$ cat config.mk
export PLATFORM = sky130hd
export DESIGN_NAME = nes_pad_reader
export DESIGN_NICKNAME = d
export VERILOG_FILES = /design/src/rtl/nes_pad_reader.sv
export SDC_FILE = /design/constraint.sdc
export NUM_CORES = 1
export LEC_CHECK = 0
export ABC_AREA = 1
export CAP_MARGIN = 5
export CORE_ASPECT_RATIO = 0.75
export CORE_MARGIN = 2
export CORE_UTILIZATION = 47
export DETAILED_ROUTE_END_ITERATION = 10
export PLACE_DENSITY = 0.73
export SLEW_MARGIN = 25
export SYNTH_ARGS = -nofsm -noshare
export SYNTH_HDL_FRONTEND = slang
export SYNTH_SLANG_ARGS = --single-unit
$ cat constraint.sdc
create_clock -name clk -period 1.7 [get_ports clk]
set_clock_uncertainty 0.15 [all_clocks]
set_input_delay 0.34 -clock clk [delete_from_list [all_inputs] [get_ports clk]]
set_output_delay 0.34 -clock clk [all_outputs]
set_load 0.02 [all_outputs]
$ cat src/rtl/nes_pad_reader.sv
// NES gamepad poller: latch/clock/data serial read into registered button levels.
// Optional PAD_DEBOUNCE_EN: outputs update only when two consecutive frames agree.
module nes_pad_reader #(
    parameter int POLL_CYC     = 1_666_667,
    parameter int LATCH_CYC    = 1200,
    parameter int HALF_BIT_CYC = 600
) (
    input  logic       clk,
    input  logic       rst,
    input  logic       pad_data,
    output logic       pad_latch,
    output logic       pad_clk,
    output logic [7:0] btn,
    output logic       jump,
    output logic       left,
    output logic       right,
    output logic       frame_valid
);

    // state | meaning
    // IDLE  | waiting for poll tick, latch and clock low
    // LATCH | latch strobe high for LATCH_CYC cycles
    // LOW   | pad_clk low half-bit, sample bit on last cycle
    // HIGH  | pad_clk high half-bit, advance bit index
    // DONE  | one cycle, publish byte and strobe frame_valid
    typedef enum logic [2:0] {
        S_IDLE,
        S_LATCH,
        S_LOW,
        S_HIGH,
        S_DONE
    } state_t;

    localparam int PW   = (POLL_CYC > 1) ? $clog2(POLL_CYC) : 1;
    localparam int TMAX = (LATCH_CYC > HALF_BIT_CYC) ? LATCH_CYC : HALF_BIT_CYC;
    localparam int TW   = $clog2(TMAX) + 1;

    localparam logic [PW-1:0] POLL_LAST  = PW'(POLL_CYC - 1);
    localparam logic [TW-1:0] LATCH_LOAD = TW'(LATCH_CYC - 1);
    localparam logic [TW-1:0] HALF_LOAD  = TW'(HALF_BIT_CYC - 1);

    state_t          state, next_state;
    logic [PW-1:0]   poll_cnt;
    logic [TW-1:0]   timer;
    logic [2:0]      idx;
    logic [7:0]      shift;
    logic            sync1, sync2;
    logic            tick;
    logic            timer_load;
    logic [TW-1:0]   load_val;
    logic            sample;
    logic            idx_inc;
    logic            idx_clr;
    logic            done;
    logic            load_out;

    assign tick = (poll_cnt == POLL_LAST);

    always_ff @(posedge clk or negedge rst) begin
        if (!rst) begin
            sync1 <= 1'b1;
            sync2 <= 1'b1;
        end else begin
            sync1 <= pad_data;
            sync2 <= sync1;
        end
    end

    always_ff @(posedge clk or negedge rst) begin
        if (!rst) begin
            poll_cnt <= '0;
        end else if (tick) begin
            poll_cnt <= '0;
        end else begin
            poll_cnt <= poll_cnt + 1'b1;
        end
    end

    always_ff @(posedge clk or negedge rst) begin
        if (!rst) begin
            state <= S_IDLE;
        end else begin
            state <= next_state;
        end
    end

    // Ticks arriving outside IDLE are simply ignored.
    always_comb begin
        next_state = state;
        timer_load = 1'b0;
        load_val   = '0;
        sample     = 1'b0;
        idx_inc    = 1'b0;
        idx_clr    = 1'b0;
        done       = 1'b0;
        case (state)
            S_IDLE: begin
                if (tick) begin
                    next_state = S_LATCH;
                    timer_load = 1'b1;
                    load_val   = LATCH_LOAD;
                end
            end
            S_LATCH: begin
                if (timer == '0) begin
                    next_state = S_LOW;
                    timer_load = 1'b1;
                    load_val   = HALF_LOAD;
                    idx_clr    = 1'b1;
                end
            end
            S_LOW: begin
                if (timer == '0) begin
                    sample = 1'b1;
                    if (idx == 3'd7) begin
                        next_state = S_DONE;
                    end else begin
                        next_state = S_HIGH;
                        timer_load = 1'b1;
                        load_val   = HALF_LOAD;
                    end
                end
            end
            S_HIGH: begin
                if (timer == '0) begin
                    next_state = S_LOW;
                    timer_load = 1'b1;
                    load_val   = HALF_LOAD;
                    idx_inc    = 1'b1;
                end
            end
            S_DONE: begin
                next_state = S_IDLE;
                done       = 1'b1;
            end
            default: next_state = S_IDLE;
        endcase
    end

    always_ff @(posedge clk or negedge rst) begin
        if (!rst) begin
            timer <= '0;
        end else if (timer_load) begin
            timer <= load_val;
        end else if (timer != '0) begin
            timer <= timer - 1'b1;
        end
    end

    always_ff @(posedge clk or negedge rst) begin
        if (!rst) begin
            idx   <= '0;
            shift <= '0;
        end else begin
            if (idx_clr) begin
                idx <= '0;
            end else if (idx_inc) begin
                idx <= idx + 1'b1;
            end
            if (sample) begin
                shift[idx] <= ~sync2;
            end
        end
    end

`ifdef PAD_DEBOUNCE_EN
    logic [7:0] raw_prev;

    always_ff @(posedge clk or negedge rst) begin
        if (!rst) begin
            raw_prev <= '0;
        end else if (done) begin
            raw_prev <= shift;
        end
    end

    assign load_out = done && (shift == raw_prev);
`else
    assign load_out = done;
`endif

    // Pin drivers follow the next state so they are glitch-free and aligned with it.
    always_ff @(posedge clk or negedge rst) begin
        if (!rst) begin
            pad_latch   <= 1'b0;
            pad_clk     <= 1'b0;
            frame_valid <= 1'b0;
        end else begin
            pad_latch   <= (next_state == S_LATCH);
            pad_clk     <= (next_state == S_HIGH);
            frame_valid <= done;
        end
    end

    always_ff @(posedge clk or negedge rst) begin
        if (!rst) begin
            btn   <= '0;
            jump  <= 1'b0;
            left  <= 1'b0;
            right <= 1'b0;
        end else if (load_out) begin
            btn   <= shift;
            jump  <= shift[0];
            left  <= shift[6] & ~shift[7];
            right <= shift[7] & ~shift[6];
        end
    end

endmodule

### Power grid, run 1

(4 px per um) Pins as bars on the die edge.
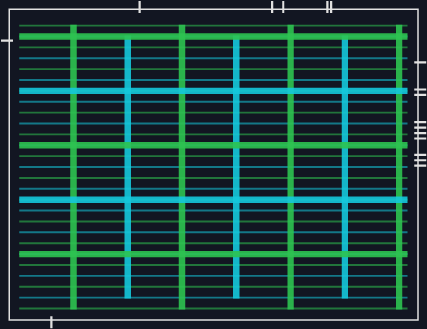
| net | colour |
|---|---|
| VSS | green |
| VDD | cyan |
met5 straps: 5
met4 straps: 7
signal pins: 17
rows: 26
met1 rails: 27
vertical die size: 77.34 um
Die Width: 101.8 um
Max VDD drop: 0.3933 mV
core area: 6864 sq um

### Placement by cell class, run 1

(3 px per um) Fill, decap, tap and diode cells in grey.
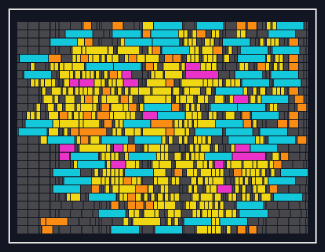
| class | colour | cells | share of their area |
|---|---|---|---|
| remaining buffers and delay cells | orange | 64 | 13% |
| registers | cyan | 62 | 36% |
| clock drivers and dummy loads | magenta | 16 | 5.2% |
| remaining logic cells | yellow | 365 | 46% |
number of placement rows: 26
post-route cell area: 4483 sq um

### Clock distribution, run 1

(6 px per um)
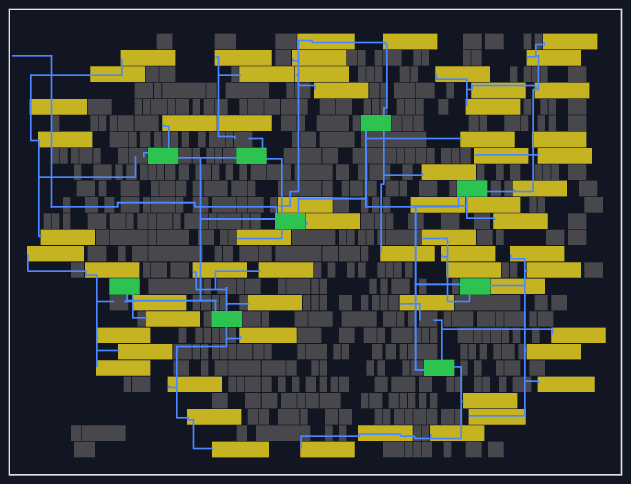
[flip-flops] yellow | count: 62
[clock wires] blue | length: 842 um
[clock-net drivers] green | count: 9
flops lie: spread over the die
clock network power: 1.50 mW
Latency at later pin: 0.35 ns
Clock Power Share: 49.6%

-- run 1: how the worst max path moves through the flow --
stage	from	to	slack [ns]	depth (start not counted)
floorplan	timer[0]	timer[3]	0.02	11
global placement	poll_cnt[0]	poll_cnt[12]	-0.06	8
detailed placement	poll_cnt[0]	poll_cnt[12]	-0.08	8
CTS	poll_cnt[0]	timer[9]	-0.02	12
global route	poll_cnt[1]	timer[9]	-0.09	12
finish	poll_cnt[1]	timer[5]	-0.008	11
-- run 1: per-stage QoR --
stage	power, mW	cells	cell area (sq um)
after floorplan	1.510	430	3373
after global placement	1.549	573	3892
after detailed placement	1.549	573	3892
after CTS	3.053	592	4168
after global routing	3.120	605	4483
final	3.016	605	4483
-- run 1: logic make-up (layout without fill, tap and decap cells) --
logic type                 Yosys count  in the layout  share of synthesized area, %
xor gates and xnor gates            12             12                         3.118
AOI/OAI and AO/OA                   30             30                         5.308
muxes                                1              1                        0.2970
adders and majority gates            5              5                         1.856
DFF                                 62             62                         46.10
buffers and inverters               69            146                         8.055
and+or+nand+nor                    251            251                         35.26
-- run 1: registers in the layout, indices dropped and copies added (netlist names) --
signal,count
btn,8
frame_valid,1
idx,3
left,1
pad_clk,1
pad_latch,1
poll_cnt,21
right,1
shift,8
state,3
sync1,1
sync2,1
timer,12
-- run 1: repair_timing --
| item | CTS | global route |
|---|---|---|
| cloned | 0 | 1 |
| setup buffers | 2 | 12 |
| pin swaps | 1 | 19 |
| hold endpoints to repair | 60 | 0 |
| endpoints found under the setup margin | 42 | 42 |
| hold buffers | 1 | 0 |
| resized | 25 | 58 |
-- run 1: routing by layer --
layer,vias up,share of wire [%]
met5,-,0
met3,10,6.2
met4,0,1.1
met2,94,45
met1,1432,48
li1,1505,-
==> qor.csv, run 1 <==
stage,metric,value,unit
pwr,intPower,2.332,mW
floorplan,fp_util,49.11,%
pwr,leakagePower,2.352,nW
layout,multiInputGateArea,1764,sq um
setup_path,path_common_cell,nor2_4,
synth,syn_area,3371,sq um
layout,flops,62,
min_path,whs_endpoint,sync2,
setup_path,crit_slowest_cell,dfrtp_1,
setup_path,rr_startpoint,poll_cnt[1],
run_status,violations,setup timing,
detailed_routing,first_pass_iters,5,
clock_network,cts_tree,done,
synth,ys_cells,430,
layout,comb_share,39.35,%
final_timing,min_period,1.708,ns
layout,buffers,64,
layout,n_antenna_cell,0,
synth,avgSynthCellArea,7.839,sq um
detailed_routing,vias_per_cell,5.026,
min_path,min_path_type,register to register,
global_route,grt_pass1_wl,12.81,mm
job,max_cap_violations,0,
synth,yosysWarnings,0,
final_timing,setup_viol,1,
global_route,met2_usage,29.47,%
job,warnings,29,
pwr,comb_power_share,1.3,%
final_timing,hold_violations,0,
setup_path,crit_path_cell_trace,buf_6 -> ha_4 -> nand2_4 -> nor2_4 -> nand2_2 -> nor2_4 -> nand4_4 -> buf_12 -> o21ai_1 -> nand2_1 -> inv_1,
clock_network,clock-sinks,62,
clock_network,clk_path_buf_depth,2,
place,dp_hpwl,5.489,mm
detailed_routing,vias,3041,
layout,non_clock_inverter_count,66,
synth,top_cells_by_area,"dfrtp_1 45%, nand2_1 13%, inv_1 6.8%",
pwr,switching_share,22.66,%
place,gp_congestion,0.9548,
setup_path,path_delay_family,simple AND/OR/NAND/NOR gates,
layout,mostFrequentLayoutCells,"111 x nand2_1, 54 x dfrtp_1, 52 x inv_1",
final_timing,setup_ws,-0.008099,ns
layout,drive_gt1_share,28.60,%
clock_network,cts-root-buf,clkbuf_8,
layout,fill_cells,562,
final_timing,whs,0.1973,ns
detailed_routing,ant_nets,0,
final_timing,slew_viol_final,0,
layout,seq_area_share,34.83,%
synth,syn_inst,430,
pwr,powerSeq,1.48,mW
clock_network,htree_levels,3,
pwr,power_density,672.7,nW/um^2
run_status,status,"complete, but fails checks",
## Run 2: what changed since run 1
--- a/config.mk
+++ b/config.mk
@@ -9,9 +9,10 @@
 export CAP_MARGIN = 5
 export CORE_ASPECT_RATIO = 0.75
 export CORE_MARGIN = 2
-export CORE_UTILIZATION = 47
+export CORE_UTILIZATION = 54
+export CTS_BUF_LIST = sky130_fd_sc_hd__clkbuf_16
 export DETAILED_ROUTE_END_ITERATION = 10
-export PLACE_DENSITY = 0.73
+export PLACE_DENSITY = 0.82
 export SLEW_MARGIN = 25
 export SYNTH_ARGS = -nofsm -noshare
 export SYNTH_HDL_FRONTEND = slang
==> run 2 against run 1 <==
The flow still finishes with violations (setup timing). Sequential power barely moved. Cell count fell by 3.5%. Sequential share of layout area fell by 0.61 points. Via count rose by 7.8%. Combinational power rose by 16%. Worst setup slack got worse by 0.15 ns.
==> qor.csv, run 2 <==
stage,metric,value,unit
floorplan,num_rows,24,
detailed_routing,first_pass_iters,6,
layout,n_antenna_cell,0,
synth,syn_inst,430,
final_timing,setup_viol,27,
floorplan,design.core.area,5916,sq um
min_path,min_path_type,register to register,
pwr,clock_power_share,57.2,%
clock_network,clk_path_buf_depth,2,
run_status,violations,setup timing,
final_timing,whs,0.2049,ns
pwr,powerSeq,1.48,mW
clock_network,clock_latency,0.34,ns
layout,largest_reg_flops,21,
pwr,power_density,784.6,nW/um^2
floorplan,die_h,72.42,um
layout,top_regs,"poll_cnt: 21 flops, timer: 12 flops",
pwr,clk-power,2.04,mW
global_route,grt_pass1_wl,14.93,mm
place,dp_hpwl,5.853,mm
pwr,ir_drop,0.5676,mV
layout,mostFrequentLayoutCells,"113 x nand2_1, 58 x dfrtp_1, 57 x inv_1",
place,dp.cells,552,
synth,avgSynthCellArea,7.839,sq um
pwr,leakagePower,2.423,nW
detailed_routing,wl_met1,4.041,mm
synth,yosysWarnings,0,
clock_network,clock-sinks,62,
run_status,status,"complete, but fails checks",
pwr,switching_share,21.55,%
job,max_cap_violations,0,
detailed_routing,ant_nets,0,
clock_network,postCtsSetupBuffers,3,
floorplan,die_x,95.23,um
final_timing,hold_violations,0,
pwr,p_total,3.568,mW
final_timing,slew_viol_final,0,
final_timing,min_period,1.853,ns
clock_network,cts_tree,done,
layout,final_cells,584,
detailed_routing,top_layer,met4,
place,gp_congestion,0.9515,
final_timing,setup_ws,-0.1531,ns
pwr,intPower,2.799,mW
synth,top_cells_by_area,"dfrtp_1 45%, nand2_1 13%, inv_1 6.8%",
detailed_routing,dr_wl_met2,4.497,mm
clock_network,htree_levels,3,
detailed_routing,vias,3279,
layout,regMostFlops,poll_cnt,
job,warnings,29,
detailed_routing,vias_per_cell,5.615,
detailed_routing,wl_met3,816,um
global_route,met2_usage,44.76,%
==> run 2: cell types whose count changed in the layout (fill, tap and decap cells not counted), sizes merged <==
cell / before / now
clkinv: 2 / 1
clkbuf: 10 / 9
inv: 69 / 70
==> run 2: worst max-delay path: stages, from the launching register on <==
cell and delay (ns):
dfrtp_2 0.43, inv_2 0.10, ha_4 0.15, nand2_2 0.06
nor2_1 0.09, nand2_1 0.06, nor2_2 0.15, nand4_2 0.13
buf_12 0.17, buf_8 0.12, and3_4 0.14
==> run 2: through the flow <==
stage / TNS, ns / area [sq um]
after global placement: -0.2327 / 3872
after CTS: -0.2838 / 4285
after global routing: -4.534 / 4548
after detailed placement: -0.8619 / 3872
final: -1.847 / 4548
after floorplan: 0 / 3373
==> run 2: worst paths after layout <==
path	start	to	slack, ns	depth (start not counted)
max	poll_cnt[0]	timer[8]	-0.15	10
min	sync1	sync2	0.20	0
max reg2reg	poll_cnt[0]	timer[8]	-0.15	10
min reg2reg	sync1	sync2	0.20	0
max in group asynchronous	rst	sync1	0.54	3
min in group asynchronous	rst	poll_cnt[14]	0.31	2
==> run 2: cell families after synthesis <==
logic type	Yosys count	share of synthesized area, %
xor gates and xnor gates	12	3.118
DFF	62	46.10
and+or+nand+nor	251	35.26
adders and majority gates	5	1.856
AOI/OAI and AO/OA	30	5.308
buffers and inverters	69	8.055
muxes	1	0.2970
==> run 2: final cells by class <==
type / count / area [sq um]
Multi-Input combinational cell: 299 / 1764
Fill cell: 401 / 1368
Timing Repair Buffer: 63 / 550.5
Sequential cell: 62 / 1556
Tap cell: 78 / 97.59
Clock buffer: 9 / 225.2
Clock inverter: 7 / 103.9
Inverter: 66 / 250.2
### Cell placement, run 2

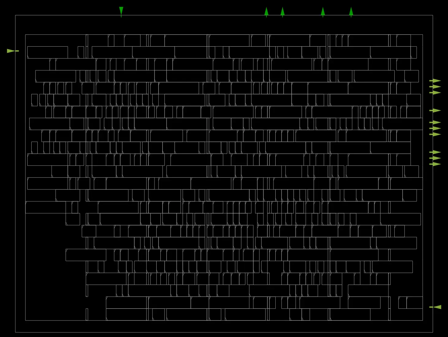
num sequential: 62
Layout Utilization: 76.88%
Seq/total area: 34.22%

### Metal layers overlaid, run 2

(4 px per um) Only two layers are drawn.
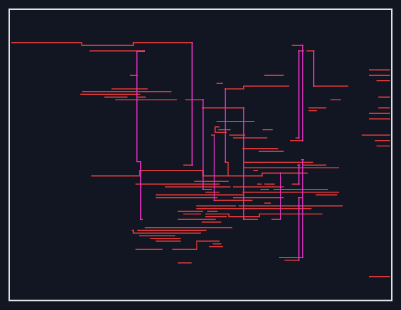
| layer | colour | wire length |
|---|---|---|
| M4 | magenta | 271 um |
| M3 | red | 816 um |
total track usage: 28.49%
final WL: 9.626 mm
Avg WL per Cell: 16.48 um

## Run 3: what changed since run 2
--- a/config.mk
+++ b/config.mk
@@ -8,11 +8,10 @@
 export ABC_AREA = 1
 export CAP_MARGIN = 5
 export CORE_ASPECT_RATIO = 0.75
-export CORE_MARGIN = 2
-export CORE_UTILIZATION = 54
+export CORE_UTILIZATION = 55
 export CTS_BUF_LIST = sky130_fd_sc_hd__clkbuf_16
 export DETAILED_ROUTE_END_ITERATION = 10
-export PLACE_DENSITY = 0.82
+export PLACE_DENSITY = 0.8
 export SLEW_MARGIN = 25
 export SYNTH_ARGS = -nofsm -noshare
 export SYNTH_HDL_FRONTEND = slang
==> constraint.sdc (replaced) <==
create_clock -name clk -period 1.81 [get_ports clk]
set_clock_uncertainty 0.15 [all_clocks]
set_input_delay 0.362 -clock clk [delete_from_list [all_inputs] [get_ports clk]]
set_output_delay 0.362 -clock clk [all_outputs]
set_load 0.02 [all_outputs]
==> run 3 against run 2 <==
The run now ends clean. Clock-buffer cell count stayed put. Cell area decreased by 7.3%. Utilization is 4.9 points lower. Via count down 8.7%. Maximum frequency up 3.3%. Flip-flop count stayed put. Synthesized cell count did not move. Non-clock buffer count shrank 29. Register-to-register slack improved by 0.17 ns. Cell count fell by 5.0%. Die size decreased by 6.5%. Wire length decreased by 18%. Critical endpoint is now timer[6]. Largest cell class unchanged.
==> qor.csv, run 3 <==
stage,metric,value,unit
clock_network,htree_levels,3,
pwr,leakagePower,2.301,nW
layout,largest_reg_flops,21,
job,max_cap_violations,0,
place,dp_hpwl,5.214,mm
clock_network,clock-sinks,62,
pwr,switching_share,21.77,%
synth,ff_type,dfrtp_1,
layout,n_antenna_cell,0,
synth,syn_inst,430,
final_timing,fmax,557.3,MHz
global_route,grt_pass1_wl,12.86,mm
floorplan,ioPinCount,17,
synth,enable_flop_cells,0,
synth,async_flop_share,100.0,%
detailed_routing,vias,2995,
final_timing,hold_violations,0,
synth,yosysWarnings,0,
setup_path,r2r_slack,0.02,ns
synth,avgSynthCellArea,7.839,sq um
detailed_routing,drc,0,
setup_path,cpPeakStageDelay,0.42,ns
setup_path,path_buffers,3,
detailed_routing,drtIter0Drc,291,
final_timing,whs,0.2045,ns
clock_network,cts-root-buf,clkbuf_16,
pwr,clk-power,1.73,mW
layout,top_regs,"poll_cnt: 21 flops, timer: 12 flops",
pwr,ir_drop,0.5000,mV
final_timing,min_period,1.794,ns
pwr,powerSeq,1.39,mW
pwr,intPower,2.469,mW
detailed_routing,wirelength,7.887,mm
place,gp_congestion,0.9124,
setup_path,crit_slowest_cell,dfrtp_1,
setup_path,startpoint,poll_cnt[0],
detailed_routing,first_pass_iters,5,
layout,regMostFlops,poll_cnt,
final_timing,setup_viol,0,
pwr,power_density,748.8,nW/um^2
place,dp.cells,533,
synth,ys_cells,430,
min_path,holdCritStartpoint,sync1,
floorplan,die_h,69.80,um
floorplan,fp_util,57.56,%
floorplan,die_x,92.40,um
setup_path,crit_path_cell_trace,inv_2 -> ha_4 -> nand2_2 -> nor2_1 -> nand2_1 -> nor2_2 -> nand4_4 -> clkbuf_16 -> o211ai_1 -> inv_1,
pwr,comb_power_share,1.1,%
global_route,grtUsageTotal,25.64,%
setup_path,path_delay_family,simple AND/OR/NAND/NOR gates,
detailed_routing,routedWlPerCell,14.21,um
min_path,min_path_type,register to register,
final_timing,slew_viol_final,0,
layout,drive_gt1_share,18.66,%
floorplan,num_rows,24,
setup_path,rr_startpoint,poll_cnt[0],
synth,syn_area,3371,sq um
synth,top_cells_by_area,"dfrtp_1 45%, nand2_1 13%, inv_1 6.8%",
final_timing,finalSetupTns,0,ns
detailed_routing,vias_per_cell,5.396,
layout,mostFrequentLayoutCells,"116 x nand2_1, 60 x dfrtp_1, 59 x inv_1",
final_timing,worst_pin_slew,0.3542,ns
run_status,status,"complete, no violations",
final_timing,rsz0062_at_grt,yes,
detailed_routing,ant_nets,0,
clock_network,cts_tree,done,
job,warnings,28,
synth,ys_types,36,
setup_path,cp.required,1.87,ns
synth,top_cell,nand2_1,
clock_network,clk_path_buf_depth,2,
==> run 3: cell counts after synthesis <==
No cell type changed its count.
==> run 3: metrics by stage <==
step	instance area (sq um)	power, mW	setup slack (ns)	util [%]
after floorplan	3371	1.418	0.1097	-
after global placement	3715	1.454	0.07691	63.44
after detailed placement	3715	1.455	0.01502	63.44
after CTS	4023	3.159	0.002903	68.70
after global routing	4214	3.231	-0.06762	71.97
final	4214	3.155	0.01569	71.97
==> run 3: path summary, 6_finish.rpt <==
check	cells past startpoint	to
worst max-delay path	10	timer[6]
worst min-delay path	0	sync2
worst max register to register	10	timer[6]
worst min register to register	0	sync2
max in group asynchronous	3	sync1
min in group asynchronous	3	poll_cnt[15]
==> run 3: layer usage <==
metal	vias to the layer above	track usage [%]	routed length (um)
li1	1441	-	-
met1	1414	36.29	3511
met2	121	38.60	3703
met3	19	5.921	533
met4	0	9.201	138
met5	-	0	0
==> run 3: timing repair <==
item	in CTS	in global routing
setup endpoints to repair	5	38
hold buffers	1	0
pin swaps	0	8
resized	4	35
hold endpoints to repair	60	0
cloned	0	1
setup buffers	0	4
==> run 3: cell families (layout without fill, tap and decap cells) <==
kind of cell	after synthesis	after routing	share of synthesized area, %
fa+ha+maj	5	5	1.856
buf+inv	69	116	8.055
xor+xnor	12	12	3.118
compound gates	30	30	5.308
mux	1	1	0.2970
flops	62	62	46.10
simple gates	251	251	35.26
==> run 3: area by class of cell <==
type | instances | area [sq um] | share of cell area, %
clock buffer | 9 | 225.2 | 5.344
multi-input combinational | 299 | 1664 | 39.49
clock inverter | 7 | 73.82 | 1.752
sequential | 62 | 1554 | 36.88
tap | 78 | 97.59 | 2.316
timing repair buffer | 34 | 349.1 | 8.284
inverter | 66 | 250.2 | 5.938
### Clock distribution, run 3

(6 px per um)
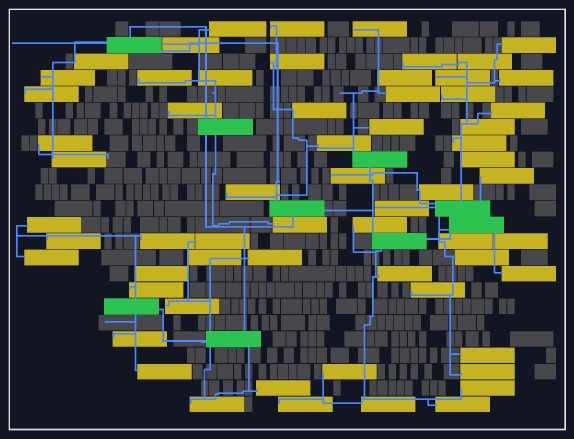
[clock wires] blue | length: 882 um
[clock-net drivers] green | count: 9
[flip-flops] yellow | count: 62
routed clock nets: 10
flops lie: spread over the die
Latency at later pin: 0.33 ns
Clock Power Share: 54.7%

### Cell placement, run 3

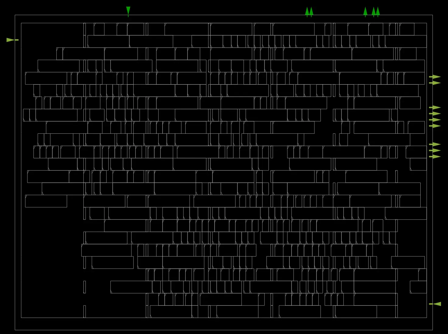
Finished Layout Cells: 555
Fill cells: 423
core area: 5856 sq um
Tapcells: 78

Power figures rest on the tool's default switching activity, not on a simulated workload.
